<file path="config.mk">
export PLATFORM = sky130hd
export DESIGN_NAME = ofdm_cp_insert
export DESIGN_NICKNAME = d
export VERILOG_FILES = /design/src/rtl/ofdm_pkg.sv /design/src/rtl/ofdm_pp_ram.sv /design/src/rtl/ofdm_cp_insert.sv
export SDC_FILE = /design/constraint.sdc
export NUM_CORES = 2
export LEC_CHECK = 0
export ABC_AREA = 1
export CAP_MARGIN = 20
export CELL_PAD_IN_SITES_DETAIL_PLACEMENT = 1
export CELL_PAD_IN_SITES_GLOBAL_PLACEMENT = 2
export CORE_MARGIN = 5
export CORE_UTILIZATION = 46
export DETAILED_ROUTE_END_ITERATION = 16
export GPL_TIMING_DRIVEN = 0
export PLACE_DENSITY = 0.95
export SLEW_MARGIN = 10
export SYNTH_ARGS = -nofsm -noshare
export SYNTH_HDL_FRONTEND = slang
export SYNTH_SLANG_ARGS = --single-unit
</file>
<file path="constraint.sdc">
create_clock -name clk -period 8.09 [get_ports clk]
set_input_delay 1.2135 -clock clk [delete_from_list [all_inputs] [get_ports clk]]
set_output_delay 1.2135 -clock clk [all_outputs]
set_load 0.05 [all_outputs]
</file>
<file path="src/rtl/ofdm_pkg.sv">
// Shared definitions for the OFDM cyclic-prefix inserter: default geometry,
// read-side state encoding and the I/Q sample record.
package ofdm_pkg;

    localparam int N_DEFAULT      = 32;
    localparam int CP_LEN_DEFAULT = 8;
    localparam int DW_DEFAULT     = 16;

    typedef enum logic [1:0] {
        RD_IDLE = 2'd0,
        RD_CP   = 2'd1,
        RD_BODY = 2'd2
    } rd_state_t;

    typedef struct packed {
        logic [DW_DEFAULT-1:0] i;
        logic [DW_DEFAULT-1:0] q;
    } sample_t;

endpackage

</file>
<file path="src/rtl/ofdm_pp_ram.sv">
// Two-bank ping-pong sample store: one write port, one registered read port.
// The bank select is the top address bit, so both banks share one array.
module ofdm_pp_ram #(
    parameter int DEPTH = 32,
    parameter int AW    = 5,
    parameter int W     = 32
) (
    input  logic          clk,
    input  logic          reset,
    input  logic          wr_en,
    input  logic          wr_bank,
    input  logic [AW-1:0] wr_addr,
    input  logic [W-1:0]  wr_data,
    input  logic          rd_en,
    input  logic          rd_bank,
    input  logic [AW-1:0] rd_addr,
    output logic [W-1:0]  rd_data
);

    logic [W-1:0] mem [0:2*DEPTH-1];

    // Sample write into the selected bank; contents are not reset.
    always_ff @(posedge clk) begin
        if (wr_en) begin
            mem[{wr_bank, wr_addr}] <= wr_data;
        end
    end

    // Registered read: data appears one cycle after the address is presented.
    always_ff @(posedge clk or posedge reset) begin
        if (reset) begin
            rd_data <= '0;
        end else if (rd_en) begin
            rd_data <= mem[{rd_bank, rd_addr}];
        end
    end

endmodule

</file>
<file path="src/rtl/ofdm_cp_insert.sv">
// OFDM cyclic-prefix inserter. IFFT output samples land in a ping-pong store
// by index; each completed symbol is replayed as its last CP_LEN samples
// followed by the full body, back to back when the other bank is ready.
// Optional feature macro: OFDM_CP_SYMCNT_EN adds a 16-bit emitted-symbol counter.
//
// Read FSM:
//   state   | meaning
//   RD_IDLE | no full bank to read, outputs idle
//   RD_CP   | reading addresses N-CP_LEN..N-1 (prefix)
//   RD_BODY | reading addresses 0..N-1 (body), frees the bank on the last read
module ofdm_cp_insert
    import ofdm_pkg::*;
#(
    parameter int N      = N_DEFAULT,
    parameter int CP_LEN = CP_LEN_DEFAULT,
    parameter int DW     = DW_DEFAULT,
    localparam int AW    = $clog2(N)
) (
    input  logic          clk,
    input  logic          reset,
    input  logic          in_valid,
    input  logic [DW-1:0] in_i,
    input  logic [DW-1:0] in_q,
    input  logic [AW-1:0] in_index,
    output logic          out_valid,
    output logic [DW-1:0] out_i,
    output logic [DW-1:0] out_q,
    output logic          out_sop,
    output logic          out_eop,
    output logic          overflow
`ifdef OFDM_CP_SYMCNT_EN
    ,
    output logic [15:0]   sym_cnt
`endif
);

    localparam logic [AW-1:0] ADDR_LAST = AW'(N - 1);
    localparam logic [AW-1:0] CP_START  = AW'(N - CP_LEN);

    rd_state_t       state, state_nxt;
    logic [AW-1:0]   rd_addr, rd_addr_nxt;
    logic            rd_bank;
    logic            wr_bank;
    logic [1:0]      full, full_nxt;
    logic            wr_blocked, wr_en, wr_done;
    logic            rd_en, rd_done, other_full;
    logic [2*DW-1:0] rd_data;

    assign wr_blocked = full[wr_bank];
    assign wr_en      = in_valid && !wr_blocked;
    assign wr_done    = wr_en && (in_index == ADDR_LAST);
    assign rd_done    = (state == RD_BODY) && (rd_addr == ADDR_LAST);

    // The other bank counts as ready if a completion write lands in it on this
    // same edge; otherwise back-to-back symbols would gain an idle cycle.
    assign other_full = full[~rd_bank] || (wr_done && (wr_bank != rd_bank));

    ofdm_pp_ram #(
        .DEPTH (N),
        .AW    (AW),
        .W     (2*DW)
    ) u_ram (
        .clk     (clk),
        .reset   (reset),
        .wr_en   (wr_en),
        .wr_bank (wr_bank),
        .wr_addr (in_index),
        .wr_data ({in_i, in_q}),
        .rd_en   (rd_en),
        .rd_bank (rd_bank),
        .rd_addr (rd_addr),
        .rd_data (rd_data)
    );

    // Full flags: completion sets the write bank, last body read clears the
    // read bank. They can never target the same bank on one edge.
    always_comb begin
        full_nxt = full;
        if (wr_done) begin
            full_nxt[wr_bank] = 1'b1;
        end
        if (rd_done) begin
            full_nxt[rd_bank] = 1'b0;
        end
    end

    // Write-side bank bookkeeping and drop indication.
    always_ff @(posedge clk or posedge reset) begin
        if (reset) begin
            full     <= 2'b00;
            wr_bank  <= 1'b0;
            overflow <= 1'b0;
        end else begin
            full     <= full_nxt;
            overflow <= in_valid && wr_blocked;
            if (wr_done) begin
                wr_bank <= ~wr_bank;
            end
        end
    end

    // Read FSM next-state, address sequencing and read enable.
    always_comb begin
        state_nxt   = state;
        rd_addr_nxt = rd_addr;
        rd_en       = 1'b0;
        case (state)
            RD_IDLE: begin
                if (full[rd_bank]) begin
                    state_nxt   = RD_CP;
                    rd_addr_nxt = CP_START;
                end
            end
            RD_CP: begin
                rd_en = 1'b1;
                if (rd_addr == ADDR_LAST) begin
                    state_nxt   = RD_BODY;
                    rd_addr_nxt = '0;
                end else begin
                    rd_addr_nxt = rd_addr + 1'b1;
                end
            end
            RD_BODY: begin
                rd_en = 1'b1;
                if (rd_addr == ADDR_LAST) begin
                    if (other_full) begin
                        state_nxt   = RD_CP;
                        rd_addr_nxt = CP_START;
                    end else begin
                        state_nxt   = RD_IDLE;
                        rd_addr_nxt = '0;
                    end
                end else begin
                    rd_addr_nxt = rd_addr + 1'b1;
                end
            end
            default: begin
                state_nxt   = RD_IDLE;
                rd_addr_nxt = '0;
            end
        endcase
    end

    // Read FSM state, address and bank registers.
    always_ff @(posedge clk or posedge reset) begin
        if (reset) begin
            state   <= RD_IDLE;
            rd_addr <= '0;
            rd_bank <= 1'b0;
        end else begin
            state   <= state_nxt;
            rd_addr <= rd_addr_nxt;
            if (rd_done) begin
                rd_bank <= ~rd_bank;
            end
        end
    end

    // Output strobes registered alongside the RAM read so they line up with data.
    always_ff @(posedge clk or posedge reset) begin
        if (reset) begin
            out_valid <= 1'b0;
            out_sop   <= 1'b0;
            out_eop   <= 1'b0;
        end else begin
            out_valid <= rd_en;
            out_sop   <= (state == RD_CP) && (rd_addr == CP_START);
            out_eop   <= rd_done;
        end
    end

    assign out_i = out_valid ? rd_data[2*DW-1:DW] : '0;
    assign out_q = out_valid ? rd_data[DW-1:0]    : '0;

`ifdef OFDM_CP_SYMCNT_EN
    // Count emitted symbols; wraps naturally at 16 bits.
    always_ff @(posedge clk or posedge reset) begin
        if (reset) begin
            sym_cnt <= 16'd0;
        end else if (out_eop) begin
            sym_cnt <= sym_cnt + 16'd1;
        end
    end
`endif

endmodule
</file>
port_trees.png
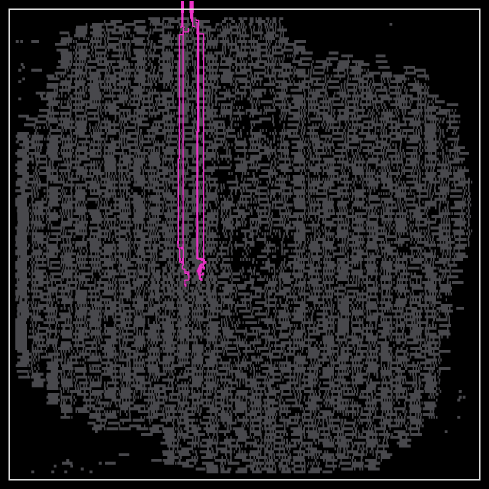
[magenta] `in_index` | direction: input | edge: top | end cells: 16 | buffers: 5 | wire: 1350 um
IO Pins: 76
PortBufs: 75

placed.png
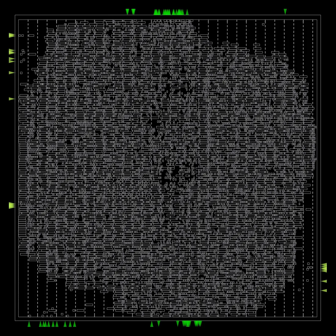
Seq area share: 0.6196
flip-flops: 2095
tap cell count: 2495
Final Non-Filler Cells: 11060

==> impl_metrics.yaml <==
# flow metrics
run_status:
  status: "finished clean"
critical_path:
  worstPathRequired_ns: 6.88
  r2r-end: "u_ram.mem[10][15]$_DFFE_PP_"
  cp_data_arrival_time_ns: 4.04
  rr_worst_depth: 7
  crit_fanout: 10
  crit_path_end_kind: "output pin"
  ff2ff_setup_slack_ns: 3.42
placed_design:
  dp_hpwl_um: 263500
power_and_ir_drop:
  p_int_mw: 19.97
  p_leak_nw: 38.56
  p_total_mw: 33.05
  p_per_area_nw_per_um2: 326.7
  p_sw_frac: 0.3957
  p_switching_mw: 13.08
  clock_power_share: 0.306
  ir_drop_uv: 228.5
drt:
  viasPerCell: 6.207
  wl_per_cell_um: 34.65
  dr.pass1.iters: 6
synthesis:
  synth_cell_types: 24
  top_logic_kind: "simple AND/OR/NAND/NOR gates"
  synthXorXnorAreaFrac: 0.0003023
  aoi_share: 0.02568
  synth_warnings: 0
  top_area_cell: "edfxtp_1"
  syn_avg_cell_area_um2: 10.95
  yosysSeqAreaShare: 0.7211
  top_area_frac: 0.7075
  ff_type: "edfxtp_1"
  synth_simple_gate_area_share: 0.2066
  fa_ha_area_frac: 0.001008
  syn-num-nets: 7984
  synthCells: 7937
  topCellsByArea: "edfxtp_1, nand2_1, nand3_1"
  mux_area_frac: 0
final_layout:
  final_net_count: 8406
  final_area_um2: 101200
  synthToLayoutAreaGrowth_pct: 16.38
  fillers: 19770
cts:
  cts.sinks: 2095
  cts-root-buf: "clkbuf_16"
  postCtsSetupBuffers: 0
  cts_buffer_depth: 3
  htree_levels: 4
  cts_hold_buf: 0
  clk_latency_ns: 0.91
  cts_resized: 0
global_route:
  grt_max_degree: 65
  grtUsageMet1: 0.4561
  first_global_vias: 69470
  antenna_found_initial: 37
  grtUsageTotal: 0.3795
  grt.busiest_layer: "met2"
  grt_pass1_wl_um: 523400
final_timing:
  worst_pin_slew_ns: 1.280
  finalClockSkew_ns: 0.07428
  min_period_ns: 5.257
  rsz0062_at_grt: "false"
  worst_slew_margin_rel: 0.1466
die:
  die-height_um: 444.7
  die_area_um2: 197800
  core.rowCount: 159
min_path:
  hold_path_class: "flip-flop to flip-flop"
  hp-start: "u_ram.rd_data[21]$_DFFE_PP0P_"
run:
  maxCapViolations: 0
  warnings: 32
m3.png
The bar under the picture is 100 um long.
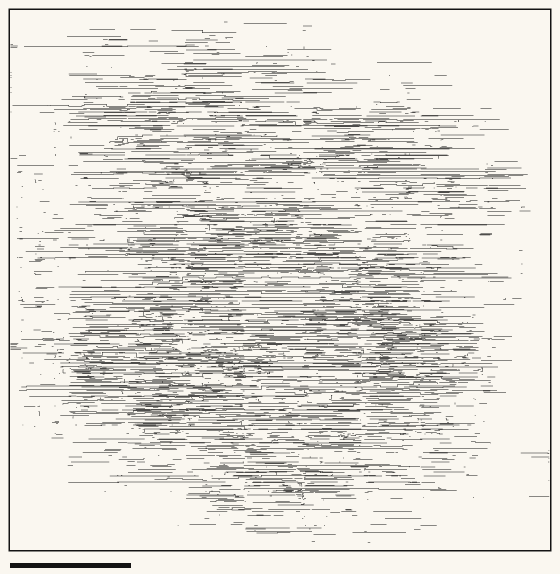
wire length on this layer: 51.0 mm
main direction: horizontal
longest straight run: 221 um
Routed Wire Length: 383300 um
total number of vias: 68670
routing usage on met3: 0.1161

util_map.png
22 x 22 tiles, from black (low) to pale yellow (high), 0 to 100% covered.
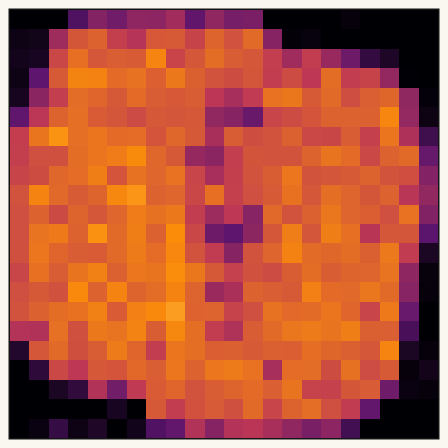
densest ninth of the die: left middle
tiles over 75% full: 1.0%
fullest tile: 79%
nearly empty tiles: 9.9%
emptiest ninth of the die: top right
final core utilization: 0.5386
Init Core Util: 0.4628
core area: 187800 um^2

final cells by class:
cell class / instances / area share
repair buffers: 206 / 0.03530
flip-flops and latches: 2095 / 0.6196
multi-input cells: 4932 / 0.2055
well taps: 2495 / 0.03086
inverters: 468 / 0.01742
plain buffers: 442 / 0.02162
clock inverters: 129 / 0.01289
clock buffers: 270 / 0.05623
diodes: 25 / 0.0006185
metrics by stage:
| step | instances | hold slack [ns] | setup TNS [ns] |
|---|---|---|---|
| floorplan | 7937 | 0.4487 | 0 |
| global placement | 10510 | 0.4659 | -57.69 |
| detailed placement | 10630 | 0.4742 | 0 |
| CTS | 11030 | 0.4910 | 0 |
| global route | 11040 | 0.5085 | 0 |
| finish | 11060 | 0.4841 | 0 |
worst max path at each step:
| stage | from | end | slack, ns | depth (start not counted) |
|---|---|---|---|---|
| after global placement | in_index[0] | u_ram.mem[31][21]$_DFFE_PP_ | -1.76 | 5 |
| after global routing | out_valid$_DFF_PP0_ | out_i[15] | 2.90 | 4 |
| final | out_valid$_DFF_PP0_ | out_i[15] | 2.83 | 4 |
| after floorplan | in_valid | u_ram.mem[31][0]$_DFFE_PP_ | 3.64 | 4 |
| after CTS | out_valid$_DFF_PP0_ | out_q[15] | 3.00 | 4 |
| after detailed placement | in_valid | u_ram.mem[28][14]$_DFFE_PP_ | 3.01 | 7 |
critical path, stage by stage, from the launching register on:
cell,delay [ns]
dfrtp_1,0.89
clkbuf_1,0.70
nand2_1,0.58
inv_1,0.16
clkdlybuf4s50_1,0.82
metal layers:
metal,share of wire,vias to the layer above
li1,-,27500
met1,0.34,34220
met2,0.44,5430
met3,0.13,1498
met4,0.096,14
met5,0.00026,-
cells in the final DEF (no fill, tap or decap), types with 19 or more instances in the layout:
cell	count
dfrtp_1	47
clkbuf_1	231
clkinv_1	49
clkdlybuf4s50_1	43
buf_6	31
nand3_1	845
o21ai_0	307
nor2_4	63
buf_12	68
clkbuf_16	216
a21oi_1	133
buf_4	66
clkinv_2	45
bufinv_16	19
or2_2	29
inv_1	463
nand2_1	2728
nor2_1	800
edfxtp_1	2048
buf_16	51
buf_1	38
diode_2	25
buf_2	155
registers in the layout (all words and copies together), names as in the netlist, 2 cells and up:
register	count
rd_addr	5
state	2
u_ram.mem	2048
full	2
u_ram.rd_data	32
cell families (layout without fill, tap and decap cells):
logic type      after synthesis  after routing
xor+xnor                      3              3
fa+ha+maj                     7              7
buf+inv                     910           1515
simple gates               4477           4477
flops                      2095           2095
other cells                   0             25
compound gates              445            445
power groups by stage:
stage               clock (mW)  sequential [mW]  combinational (mW)
floorplan                    0             12.4                4.95
global placement             0             12.5                9.49
detailed placement           0             12.5                9.97
CTS                       10.1             12.2                10.1
global route              10.6             12.3                10.9
finish                    10.1             12.3                10.7
No activity file was given, so power comes from the tool's default toggle rates.
